File: src/rtl/sy_axi_sram_bridge_if.sv
// AXI4 channel bundle between the L2 cache port (master) and the SRAM bridge (slave).
// Addresses are fixed at 64 bits; ID and data widths are parameters.
interface sy_axi_sram_bridge_if #(
  parameter int unsigned ID_WTH   = 4,
  parameter int unsigned DATA_WTH = 64
);
  localparam int unsigned ADDR_WTH = 64;

  logic                  aw_valid;
  logic                  aw_ready;
  logic [ID_WTH-1:0]     aw_id;
  logic [ADDR_WTH-1:0]   aw_addr;
  logic [7:0]            aw_len;
  logic [2:0]            aw_size;
  logic [1:0]            aw_burst;

  logic                  ar_valid;
  logic                  ar_ready;
  logic [ID_WTH-1:0]     ar_id;
  logic [ADDR_WTH-1:0]   ar_addr;
  logic [7:0]            ar_len;
  logic [2:0]            ar_size;
  logic [1:0]            ar_burst;

  logic                  w_valid;
  logic                  w_ready;
  logic [DATA_WTH-1:0]   w_data;
  logic [DATA_WTH/8-1:0] w_strb;
  logic                  w_last;

  logic                  b_valid;
  logic                  b_ready;
  logic [ID_WTH-1:0]     b_id;
  logic [1:0]            b_resp;

  logic                  r_valid;
  logic                  r_ready;
  logic [ID_WTH-1:0]     r_id;
  logic [DATA_WTH-1:0]   r_data;
  logic [1:0]            r_resp;
  logic                  r_last;

  modport master (
    output aw_valid, aw_id, aw_addr, aw_len, aw_size, aw_burst,
    input  aw_ready,
    output ar_valid, ar_id, ar_addr, ar_len, ar_size, ar_burst,
    input  ar_ready,
    output w_valid, w_data, w_strb, w_last,
    input  w_ready,
    input  b_valid, b_id, b_resp,
    output b_ready,
    input  r_valid, r_id, r_data, r_resp, r_last,
    output r_ready
  );

  modport slave (
    input  aw_valid, aw_id, aw_addr, aw_len, aw_size, aw_burst,
    output aw_ready,
    input  ar_valid, ar_id, ar_addr, ar_len, ar_size, ar_burst,
    output ar_ready,
    input  w_valid, w_data, w_strb, w_last,
    output w_ready,
    output b_valid, b_id, b_resp,
    input  b_ready,
    output r_valid, r_id, r_data, r_resp, r_last,
    input  r_ready
  );
endinterface

File: src/rtl/sy_axi_sram_bridge.sv
// AXI4 slave terminating the L2 external port onto a single-port word-addressed SRAM.
// One transaction at a time; reads and writes alternate when both are pending.
module sy_axi_sram_bridge #(
  parameter int unsigned DATA_WTH  = 64,
  parameter int unsigned MEM_WORDS = 65536,
  parameter logic [63:0] BASE_ADDR = 64'h8000_0000,
  parameter int unsigned MEM_AW    = 16,
  parameter int unsigned ID_WTH    = 4
) (
  input  logic                  clk_i,
  input  logic                  rst_i,
  sy_axi_sram_bridge_if.slave   axi,
  output logic                  mem_req_o,
  output logic                  mem_we_o,
  output logic [MEM_AW-1:0]     mem_addr_o,
  output logic [DATA_WTH-1:0]   mem_wdata_o,
  output logic [DATA_WTH/8-1:0] mem_be_o,
  input  logic [DATA_WTH-1:0]   mem_rdata_i
);

  localparam int unsigned ByteShift  = $clog2(DATA_WTH / 8);
  localparam logic [63:0] MemBytes   = 64'(MEM_WORDS) << ByteShift;
  localparam logic [63:0] EndAddr    = BASE_ADDR + MemBytes;
  localparam logic [1:0]  RespOkay   = 2'b00;
  localparam logic [1:0]  RespSlvErr = 2'b10;

  typedef enum logic [2:0] {
    StIdle,
    StWrData,
    StWrResp,
    StRdReq,
    StRdWait,
    StRdData
  } state_e;

  state_e              state_q;
  logic                prio_rd_q;
  logic [ID_WTH-1:0]   id_q;
  logic [63:0]         addr_q;
  logic [7:0]          len_q;
  logic [2:0]          size_q;
  logic [1:0]          burst_q;
  logic [7:0]          beat_q;
  logic                err_q;
  logic                beat_err_q;
  logic                r_valid_q;
  logic [DATA_WTH-1:0] r_data_q;
  logic [1:0]          r_resp_q;
  logic                r_last_q;
  logic                b_valid_q;

  logic        in_range;
  logic        last_beat;
  logic        rsv_burst;
  logic        aw_grant;
  logic        ar_grant;
  logic        w_fire;
  logic [63:0] offset;
  logic [63:0] step;
  logic [63:0] wrap_mask;
  logic [63:0] next_addr;

  assign in_range   = (addr_q >= BASE_ADDR) && (addr_q < EndAddr);
  assign last_beat  = (beat_q == len_q);
  assign rsv_burst  = (burst_q == 2'b11);
  assign offset     = addr_q - BASE_ADDR;
  assign mem_addr_o = MEM_AW'(offset >> ByteShift);
  assign step       = 64'd1 << size_q;
  assign wrap_mask  = ((64'(len_q) + 64'd1) << size_q) - 64'd1;

  always_comb begin
    next_addr = addr_q + step;
    case (burst_q)
      2'b00:   next_addr = addr_q;
      // Keep the upper bits of the window, wrap the low bits.
      2'b10:   next_addr = (addr_q & ~wrap_mask) | ((addr_q + step) & wrap_mask);
      default: next_addr = addr_q + step;
    endcase
  end

  // Ready gated by rst_i so nothing handshakes while reset is held.
  assign aw_grant = rst_i && (state_q == StIdle) && axi.aw_valid &&
                    (!axi.ar_valid || !prio_rd_q);
  assign ar_grant = rst_i && (state_q == StIdle) && axi.ar_valid &&
                    (!axi.aw_valid || prio_rd_q);
  assign w_fire   = (state_q == StWrData) && axi.w_valid;

  assign axi.aw_ready = aw_grant;
  assign axi.ar_ready = ar_grant;
  assign axi.w_ready  = (state_q == StWrData);
  assign axi.b_valid  = b_valid_q;
  assign axi.b_id     = id_q;
  assign axi.b_resp   = (err_q || rsv_burst) ? RespSlvErr : RespOkay;
  assign axi.r_valid  = r_valid_q;
  assign axi.r_id     = id_q;
  assign axi.r_data   = r_data_q;
  assign axi.r_resp   = r_resp_q;
  assign axi.r_last   = r_last_q;

  assign mem_we_o    = w_fire && in_range;
  assign mem_req_o   = mem_we_o || ((state_q == StRdReq) && in_range);
  assign mem_wdata_o = mem_we_o ? axi.w_data : '0;
  assign mem_be_o    = mem_we_o ? axi.w_strb : '0;

  always_ff @(posedge clk_i or negedge rst_i) begin
    if (!rst_i) begin
      state_q    <= StIdle;
      prio_rd_q  <= 1'b1;
      id_q       <= '0;
      addr_q     <= '0;
      len_q      <= '0;
      size_q     <= '0;
      burst_q    <= '0;
      beat_q     <= '0;
      err_q      <= 1'b0;
      beat_err_q <= 1'b0;
      r_valid_q  <= 1'b0;
      r_data_q   <= '0;
      r_resp_q   <= RespOkay;
      r_last_q   <= 1'b0;
      b_valid_q  <= 1'b0;
    end else begin
      case (state_q)
        StIdle: begin
          if (aw_grant) begin
            id_q    <= axi.aw_id;
            addr_q  <= axi.aw_addr;
            len_q   <= axi.aw_len;
            size_q  <= axi.aw_size;
            burst_q <= axi.aw_burst;
            beat_q  <= '0;
            err_q   <= 1'b0;
            state_q <= StWrData;
          end else if (ar_grant) begin
            id_q    <= axi.ar_id;
            addr_q  <= axi.ar_addr;
            len_q   <= axi.ar_len;
            size_q  <= axi.ar_size;
            burst_q <= axi.ar_burst;
            beat_q  <= '0;
            err_q   <= 1'b0;
            state_q <= StRdReq;
          end
        end
        StWrData: begin
          if (axi.w_valid) begin
            // The beat count ends the burst; w_last only flags disagreement.
            if (!in_range || (axi.w_last != last_beat)) begin
              err_q <= 1'b1;
            end
            if (last_beat) begin
              b_valid_q <= 1'b1;
              state_q   <= StWrResp;
            end else begin
              addr_q <= next_addr;
              beat_q <= beat_q + 8'd1;
            end
          end
        end
        StWrResp: begin
          if (axi.b_ready) begin
            b_valid_q <= 1'b0;
            prio_rd_q <= 1'b1;
            state_q   <= StIdle;
          end
        end
        StRdReq: begin
          beat_err_q <= !in_range;
          state_q    <= StRdWait;
        end
        StRdWait: begin
          r_data_q  <= beat_err_q ? '0 : mem_rdata_i;
          r_resp_q  <= (beat_err_q || rsv_burst) ? RespSlvErr : RespOkay;
          r_last_q  <= last_beat;
          r_valid_q <= 1'b1;
          state_q   <= StRdData;
        end
        StRdData: begin
          if (axi.r_ready) begin
            r_valid_q <= 1'b0;
            if (r_last_q) begin
              prio_rd_q <= 1'b0;
              state_q   <= StIdle;
            end else begin
              addr_q  <= next_addr;
              beat_q  <= beat_q + 8'd1;
              state_q <= StRdReq;
            end
          end
        end
        default: state_q <= StIdle;
      endcase
    end
  end

endmodule

File: src/flat_wrapper.sv
// flat-port wrapper written by rule: the top's interface ports become plain ports
module sy_axi_sram_bridge_flat 
#(
  parameter int unsigned DATA_WTH  = 64,
  parameter int unsigned MEM_WORDS = 65536,
  parameter logic [63:0] BASE_ADDR = 64'h8000_0000,
  parameter int unsigned MEM_AW    = 16,
  parameter int unsigned ID_WTH    = 4
)
  (clk_i, rst_i, mem_req_o, mem_we_o, mem_addr_o, mem_wdata_o, mem_be_o, mem_rdata_i, axi_aw_valid, axi_aw_id, axi_aw_addr, axi_aw_len, axi_aw_size, axi_aw_burst, axi_aw_ready, axi_ar_valid, axi_ar_id, axi_ar_addr, axi_ar_len, axi_ar_size, axi_ar_burst, axi_ar_ready, axi_w_valid, axi_w_data, axi_w_strb, axi_w_last, axi_w_ready, axi_b_valid, axi_b_id, axi_b_resp, axi_b_ready, axi_r_valid, axi_r_id, axi_r_data, axi_r_resp, axi_r_last, axi_r_ready);
  sy_axi_sram_bridge_if #(.ID_WTH(ID_WTH), .DATA_WTH(DATA_WTH)) axi_i ();
  input  logic clk_i;
  input  logic rst_i;
  output logic mem_req_o;
  output logic mem_we_o;
  output logic [MEM_AW-1:0] mem_addr_o;
  output logic [DATA_WTH-1:0] mem_wdata_o;
  output logic [DATA_WTH/8-1:0] mem_be_o;
  input  logic [DATA_WTH-1:0] mem_rdata_i;
  input wire logic [$bits(axi_i.aw_valid)-1:0] axi_aw_valid;
  input wire logic [$bits(axi_i.aw_id)-1:0] axi_aw_id;
  input wire logic [$bits(axi_i.aw_addr)-1:0] axi_aw_addr;
  input wire logic [$bits(axi_i.aw_len)-1:0] axi_aw_len;
  input wire logic [$bits(axi_i.aw_size)-1:0] axi_aw_size;
  input wire logic [$bits(axi_i.aw_burst)-1:0] axi_aw_burst;
  output wire logic [$bits(axi_i.aw_ready)-1:0] axi_aw_ready;
  input wire logic [$bits(axi_i.ar_valid)-1:0] axi_ar_valid;
  input wire logic [$bits(axi_i.ar_id)-1:0] axi_ar_id;
  input wire logic [$bits(axi_i.ar_addr)-1:0] axi_ar_addr;
  input wire logic [$bits(axi_i.ar_len)-1:0] axi_ar_len;
  input wire logic [$bits(axi_i.ar_size)-1:0] axi_ar_size;
  input wire logic [$bits(axi_i.ar_burst)-1:0] axi_ar_burst;
  output wire logic [$bits(axi_i.ar_ready)-1:0] axi_ar_ready;
  input wire logic [$bits(axi_i.w_valid)-1:0] axi_w_valid;
  input wire logic [$bits(axi_i.w_data)-1:0] axi_w_data;
  input wire logic [$bits(axi_i.w_strb)-1:0] axi_w_strb;
  input wire logic [$bits(axi_i.w_last)-1:0] axi_w_last;
  output wire logic [$bits(axi_i.w_ready)-1:0] axi_w_ready;
  output wire logic [$bits(axi_i.b_valid)-1:0] axi_b_valid;
  output wire logic [$bits(axi_i.b_id)-1:0] axi_b_id;
  output wire logic [$bits(axi_i.b_resp)-1:0] axi_b_resp;
  input wire logic [$bits(axi_i.b_ready)-1:0] axi_b_ready;
  output wire logic [$bits(axi_i.r_valid)-1:0] axi_r_valid;
  output wire logic [$bits(axi_i.r_id)-1:0] axi_r_id;
  output wire logic [$bits(axi_i.r_data)-1:0] axi_r_data;
  output wire logic [$bits(axi_i.r_resp)-1:0] axi_r_resp;
  output wire logic [$bits(axi_i.r_last)-1:0] axi_r_last;
  input wire logic [$bits(axi_i.r_ready)-1:0] axi_r_ready;
  assign axi_i.aw_valid = axi_aw_valid;
  assign axi_i.aw_id = axi_aw_id;
  assign axi_i.aw_addr = axi_aw_addr;
  assign axi_i.aw_len = axi_aw_len;
  assign axi_i.aw_size = axi_aw_size;
  assign axi_i.aw_burst = axi_aw_burst;
  assign axi_aw_ready = axi_i.aw_ready;
  assign axi_i.ar_valid = axi_ar_valid;
  assign axi_i.ar_id = axi_ar_id;
  assign axi_i.ar_addr = axi_ar_addr;
  assign axi_i.ar_len = axi_ar_len;
  assign axi_i.ar_size = axi_ar_size;
  assign axi_i.ar_burst = axi_ar_burst;
  assign axi_ar_ready = axi_i.ar_ready;
  assign axi_i.w_valid = axi_w_valid;
  assign axi_i.w_data = axi_w_data;
  assign axi_i.w_strb = axi_w_strb;
  assign axi_i.w_last = axi_w_last;
  assign axi_w_ready = axi_i.w_ready;
  assign axi_b_valid = axi_i.b_valid;
  assign axi_b_id = axi_i.b_id;
  assign axi_b_resp = axi_i.b_resp;
  assign axi_i.b_ready = axi_b_ready;
  assign axi_r_valid = axi_i.r_valid;
  assign axi_r_id = axi_i.r_id;
  assign axi_r_data = axi_i.r_data;
  assign axi_r_resp = axi_i.r_resp;
  assign axi_r_last = axi_i.r_last;
  assign axi_i.r_ready = axi_r_ready;
  sy_axi_sram_bridge #(.DATA_WTH(DATA_WTH), .MEM_WORDS(MEM_WORDS), .BASE_ADDR(BASE_ADDR), .MEM_AW(MEM_AW), .ID_WTH(ID_WTH)) u_core (.clk_i(clk_i), .rst_i(rst_i), .axi(axi_i), .mem_req_o(mem_req_o), .mem_we_o(mem_we_o), .mem_addr_o(mem_addr_o), .mem_wdata_o(mem_wdata_o), .mem_be_o(mem_be_o), .mem_rdata_i(mem_rdata_i));
endmodule
File: config.mk
export PLATFORM = sky130hd
export DESIGN_NAME = sy_axi_sram_bridge_flat
export DESIGN_NICKNAME = d
export VERILOG_FILES = /design/src/rtl/sy_axi_sram_bridge_if.sv /design/src/rtl/sy_axi_sram_bridge.sv /design/src/flat_wrapper.sv
export SDC_FILE = /design/constraint.sdc
export NUM_CORES = 1
export LEC_CHECK = 0
export ABC_CLOCK_PERIOD_IN_PS = 5950
export CAP_MARGIN = 30
export CORE_MARGIN = 2
export CORE_UTILIZATION = 30
export CTS_CLUSTER_SIZE = 16
export DETAILED_ROUTE_END_ITERATION = 10
export GPL_ROUTABILITY_DRIVEN = 0
export GPL_TIMING_DRIVEN = 0
export PLACE_DENSITY = 0.58
export SETUP_SLACK_MARGIN = 0.15
export SLEW_MARGIN = 20
export SYNTH_ARGS = -nofsm -noshare
export SYNTH_HDL_FRONTEND = slang
export SYNTH_SLANG_ARGS = --single-unit
File: constraint.sdc
create_clock -name clk_i -period 5.95 [get_ports clk_i]
set_input_delay 0.595 -clock clk_i [delete_from_list [all_inputs] [get_ports clk_i]]
set_output_delay 0.595 -clock clk_i [all_outputs]
set_load 0.05 [all_outputs]
==> results_dict.tcl <==
# collected from the flow reports
set metrics [dict create \
    startpoint "rst_i" \
    finClkSkew_ps 12.2 \
    num-nets-final 2395 \
    setup_viol 0 \
    topCellsByArea "dfrtp_1 34%, nand2_1 8.8%, o21ai_0 4.8%" \
    clock_area_share_pct 3.25 \
    placedCellCount 2582 \
    num_io_pins 478 \
    final_max_slew_viol_count 0 \
    p_per_area_nw_per_um2 534 \
    total_power_mw 9.64 \
    logic_gates 1232 \
    worstPathRequired_ps 5360 \
    yosys_warnings 0 \
    run_status "finished clean" \
    cts_buffer_depth 2 \
    vias 14035 \
    io_buffers 475 \
    holdBufCountCts 0 \
    nWellTaps 525 \
    hold_class "input pin to async pin" \
    cts_sinks 163 \
    max_slew_margin_pct 36.0 \
    ys_sh_simple_pct 30.0 \
    grt_use_met3_pct 5.45 \
    first_global_vias 13762 \
]
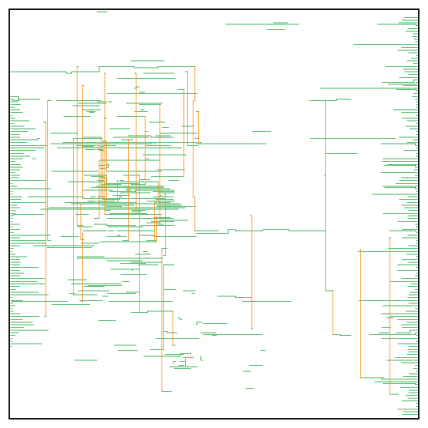
Figure 1: signal wires by layer.
Drawn at 2 px/µm. Only two layers are drawn.
layer	color	wire length
met3	green	4,760 µm
met4	orange	1,610 µm

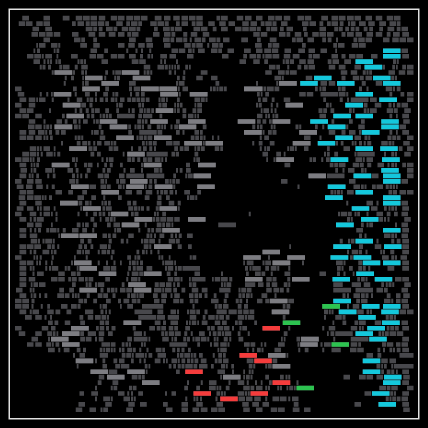
Figure 2: register map, names as in the netlist.
Drawn at 2 px/µm. Other sequential cells in the stronger gray, the rest of the logic in the fainter gray.
netlist name	color	flops	where
u_core.axi.b_id	green	4	lower right
u_core.len_q	red	8	bottom center
u_core.axi.r_data	cyan	64	a vertical strip on the right

